### Placement view

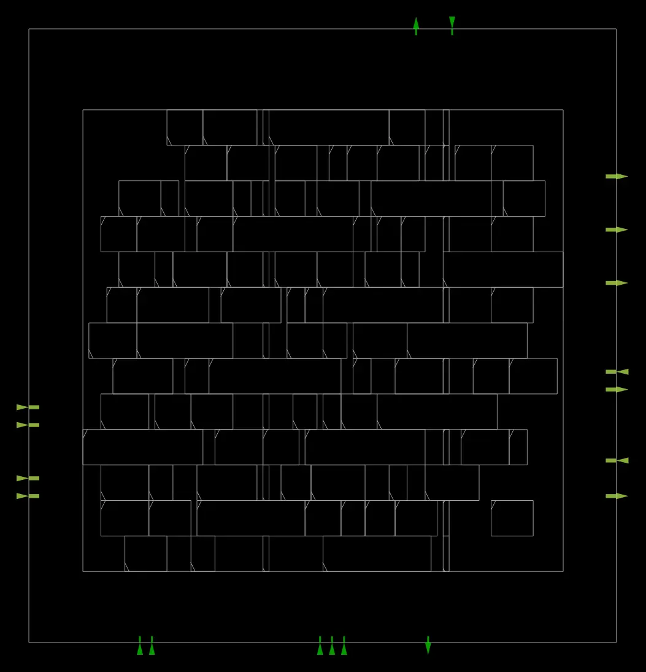
### Pin map

(10 px per um) Pins as bars across the die edge, other pins in grey.
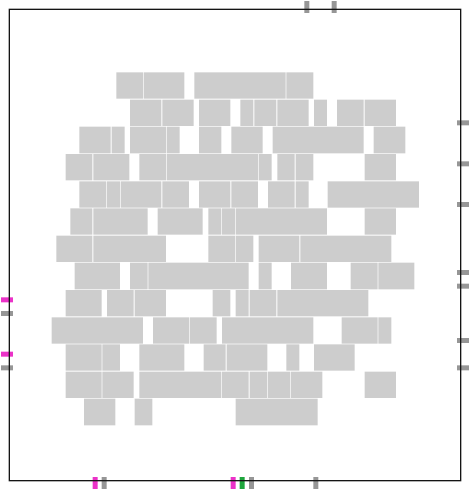
### Nets reached from selected ports

(6 px per um)
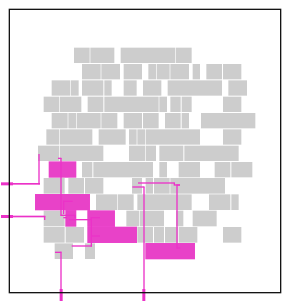
### Signal wires by layer

(10 px per um) Two of the layers only.
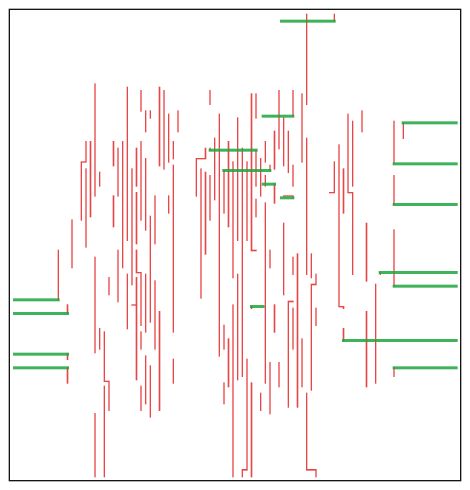
### Sizing map

(10 px per um)
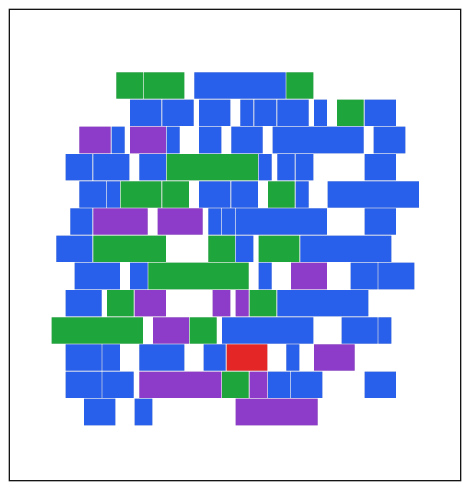
[src/rtl/bcd_pkg.sv]
// Shared types and constants for the packed-BCD adder.
package bcd_pkg;

    typedef logic [3:0] bcd_digit_t;

    localparam bcd_digit_t BCD_MAX = 4'd9;
    localparam bcd_digit_t BCD_ADJ = 4'd6;

endpackage

[src/rtl/bcd_adder_if.sv]
// Operand/result bundle for bcd_adder; master drives operands, slave returns results.
interface bcd_adder_if #(
    parameter int unsigned DIGITS = 1
);

    logic                  in_valid;
    logic [4*DIGITS-1:0]   a;
    logic [4*DIGITS-1:0]   b;
    logic                  cin;
    logic [4*DIGITS-1:0]   sum;
    logic                  carry;
    logic                  out_valid;
    logic                  err;

    modport master (
        output in_valid, a, b, cin,
        input  sum, carry, out_valid, err
    );

    modport slave (
        input  in_valid, a, b, cin,
        output sum, carry, out_valid, err
    );

endinterface

[src/rtl/bcd_digit_add.sv]
// One combinational BCD digit slice: binary add, then +6 correction above 9.
module bcd_digit_add
    import bcd_pkg::*;
(
    input  bcd_digit_t a,
    input  bcd_digit_t b,
    input  logic       ci,
    output bcd_digit_t s,
    output logic       co,
    output logic       bad
);

    logic [4:0] w_t;

    assign w_t = {1'b0, a} + {1'b0, b} + {4'b0, ci};
    assign bad = (a > BCD_MAX) || (b > BCD_MAX);

    // Out-of-range digits still take the same correction, wrapping mod 16.
    always_comb begin
        s  = w_t[3:0];
        co = 1'b0;
        if (w_t > {1'b0, BCD_MAX}) begin
            s  = w_t[3:0] + BCD_ADJ;
            co = 1'b1;
        end
    end

endmodule

[src/rtl/bcd_adder.sv]
// Registered packed-BCD adder: ripple of digit slices, one output register stage.
module bcd_adder
    import bcd_pkg::*;
#(
    parameter int unsigned DIGITS = 1
) (
    input  logic             clk,
    input  logic             rst,
    bcd_adder_if.slave       bus
);

    localparam int unsigned W = 4 * DIGITS;

    logic [DIGITS:0]   w_c;
    logic [W-1:0]      w_sum;
    logic [DIGITS-1:0] w_bad;

    logic [W-1:0]      r_sum;
    logic              r_carry;
    logic              r_valid;
    logic              r_err;

    assign w_c[0] = bus.cin;

    for (genvar i = 0; i < DIGITS; i++) begin : g_digit
        bcd_digit_add u_digit (
            .a   (bus.a[4*i +: 4]),
            .b   (bus.b[4*i +: 4]),
            .ci  (w_c[i]),
            .s   (w_sum[4*i +: 4]),
            .co  (w_c[i+1]),
            .bad (w_bad[i])
        );
    end

    always_ff @(posedge clk or posedge rst) begin
        if (rst) begin
            r_sum   <= '0;
            r_carry <= 1'b0;
            r_valid <= 1'b0;
            r_err   <= 1'b0;
        end else begin
            r_valid <= bus.in_valid;
            if (bus.in_valid) begin
                r_sum   <= w_sum;
                r_carry <= w_c[DIGITS];
                r_err   <= |w_bad;
            end
        end
    end

    assign bus.sum       = r_sum;
    assign bus.carry     = r_carry;
    assign bus.out_valid = r_valid;
    assign bus.err       = r_err;

endmodule

[src/flat_wrapper.sv]
// flat-port wrapper written by rule: the top's interface ports become plain ports
module bcd_adder_flat import bcd_pkg::*;
#(
    parameter int unsigned DIGITS = 1
)
  (clk, rst, bus_in_valid, bus_a, bus_b, bus_cin, bus_sum, bus_carry, bus_out_valid, bus_err);
  bcd_adder_if #(.DIGITS(DIGITS)) bus_i ();
  input  logic clk;
  input  logic rst;
  input wire logic [$bits(bus_i.in_valid)-1:0] bus_in_valid;
  input wire logic [$bits(bus_i.a)-1:0] bus_a;
  input wire logic [$bits(bus_i.b)-1:0] bus_b;
  input wire logic [$bits(bus_i.cin)-1:0] bus_cin;
  output wire logic [$bits(bus_i.sum)-1:0] bus_sum;
  output wire logic [$bits(bus_i.carry)-1:0] bus_carry;
  output wire logic [$bits(bus_i.out_valid)-1:0] bus_out_valid;
  output wire logic [$bits(bus_i.err)-1:0] bus_err;
  assign bus_i.in_valid = bus_in_valid;
  assign bus_i.a = bus_a;
  assign bus_i.b = bus_b;
  assign bus_i.cin = bus_cin;
  assign bus_sum = bus_i.sum;
  assign bus_carry = bus_i.carry;
  assign bus_out_valid = bus_i.out_valid;
  assign bus_err = bus_i.err;
  bcd_adder #(.DIGITS(DIGITS)) u_core (.clk(clk), .rst(rst), .bus(bus_i));
endmodule
[config.mk]
export PLATFORM = sky130hd
export DESIGN_NAME = bcd_adder_flat
export DESIGN_NICKNAME = d
export VERILOG_FILES = /design/src/rtl/bcd_pkg.sv /design/src/rtl/bcd_adder_if.sv /design/src/rtl/bcd_digit_add.sv /design/src/rtl/bcd_adder.sv /design/src/flat_wrapper.sv
export SDC_FILE = /design/constraint.sdc
export NUM_CORES = 1
export LEC_CHECK = 0
export CORE_AREA = 4 4 41 43
export DETAILED_ROUTE_END_ITERATION = 6
export DIE_AREA = 0 0 45 47
export GPL_TIMING_DRIVEN = 0
export PLACE_DENSITY_LB_ADDON = 0.05
export SYNTH_ARGS = -nofsm -noshare
export SYNTH_HDL_FRONTEND = slang
export SYNTH_SLANG_ARGS = --single-unit
[constraint.sdc]
create_clock -name clk -period 1.3 [get_ports clk]
set_clock_uncertainty 0.05 [all_clocks]
set_input_delay 0.13 -clock clk [delete_from_list [all_inputs] [get_ports clk]]
set_output_delay 0.13 -clock clk [all_outputs]
set_load 0.03 [all_outputs]
==> impl_metrics.py <==
# Metrics from the implementation run
metrics = {
    "run_status": {
        "status": "complete, but fails checks",
        "violations": "negative setup slack",
    },
    "routing": {
        "vias_per_cell": 5.62,
        "routed-wl-met2_um": 755,
        "routed_wirelength_mm": 1.50,
        "detail_route.wl_per_cell_um": 14.4,
        "drc": 0,
        "num_vias": 584,
        "ant_nets": 0,
        "wl_met3_um": 90,
        "met1_length_um": 613,
        "first_pass_iters": 4,
    },
    "cells_and_area": {
        "regArea_sq_um": 175,
        "n_all_inverters": 5,
        "largest_reg_flops": 4,
        "comb_area_sq_um": 467,
        "layout.cells.most_common": "dlygate4sd2_1",
        "drive_gt1_frac": 0.348,
        "layout_top_cells": "9 x dlygate4sd2_1, 7 x buf_4, 7 x dfrtp_1",
        "final_core_util": 0.706,
        "final-clk-cell-share": 0.0286,
        "antenna_cells": 0,
        "comb_share": 0.508,
    },
    "final_timing": {
        "fmax_mhz": 503,
        "finalSetupViolCount": 4,
        "rsz0062_at_grt": "true",
        "worst_slack_ns": -0.689,
        "period_needed_ns": 1.99,
        "fin_hold_ws_ns": 0.0480,
        "fin_crit_sh": 1.53,
    },
    "global_routing": {
        "gr-total-overflow": 0,
        "grt_pass1_wl_mm": 2.28,
        "antenna_found_initial": 0,
        "grt_usage": 0.145,
        "met2_usage": 0.263,
    },
    "flow_run": {
        "log.warning_count": 29,
        "drv_cap": 0,
    },
    "clock_network": {
        "cts_tree": "built",
        "cts_hold_buf": 0,
        "insertion_delay_ns": 0.25,
        "clkSinkCount": 7,
        "max-clock-path-buffers": 2,
        "cts_root_buf": "clkbuf_4",
        "numCtsBuffers": 3,
        "ctsResizeCount": 25,
    },
    "worst_setup_path": {
        "startpoint": "bus_cin",
        "critical-path-top-delay-family": "adder cells",
        "crit_cells": 9,
        "r2r_end": "u_core.bus.sum[1]$_DFFE_PP0P_",
        "regToRegSetupSlack_ns": 0.33,
        "end_kind": "flip-flop",
        "path_class": "in2reg",
        "critPathSlowestCell": "fa_2",
        "cp.arrival_ns": 2.10,
        "cpMostUsedCell": "fa_2",
        "critPathMaxFanout": 5,
    },
    "synthesis": {
        "synth-edff-count": 0,
        "mux_share": 0.0369,
        "aoi_share": 0.252,
        "adder_share": 0.156,
        "synth-warning-count": 0,
        "yosysSeqAreaShare": 0.304,
        "top_area_frac": 0.304,
        "ff_type": "dfrtp_1",
        "synth.largest_area_cell": "dfrtp_1",
        "ys_cells": 61,
        "xor_share": 0.0152,
        "synth-async-reset-ratio": 1.00,
    },
    "pwr": {
        "seq_power_uw": 283,
        "powerComb_uw": 565,
        "p_leak_nw": 0.393,
        "irDropWorstVdd_uv": 439,
        "switchingPower_uw": 411,
    },
    "floorplanning": {
        "core-area_sq_mm": 0.00130,
        "rows": 13,
        "die_height_um": 47,
    },
    "placed_design": {
        "gp_congestion": 0.769,
        "dpl.cell_count": 94,
        "pre_cts_ws_ns": -1.44,
        "placed_cell_area_sq_um": 810,
        "io_buffers": 18,
    },
}
Notes on 'Placement view' above:
Final Non-Filler Cells: 104
Seq area share: 0.191
FFs & Latches: 7

Notes on 'Pin map' above:
- magenta: bus_a (pins 4; direction input; edge 2 south, 2 west)
- green: bus_cin (pins 1; direction input; edge south)

Notes on 'Nets reached from selected ports' above:
- magenta: bus_a (direction input; edge 2 south, 2 west; end cells 6; buffers 4; wire 91.3 um)

Notes on 'Signal wires by layer' above:
- green: M3 (wire length 90.2 um)
- red: M2 (wire length 756 um)

Notes on 'Sizing map' above:
- blue: x1 and smaller (cells 58)
- red: x6 and larger (cells 1)
- green: x3 and x4 (cells 17)
- purple: x2 (cells 13)

Power is estimated from default activity; no workload was simulated.
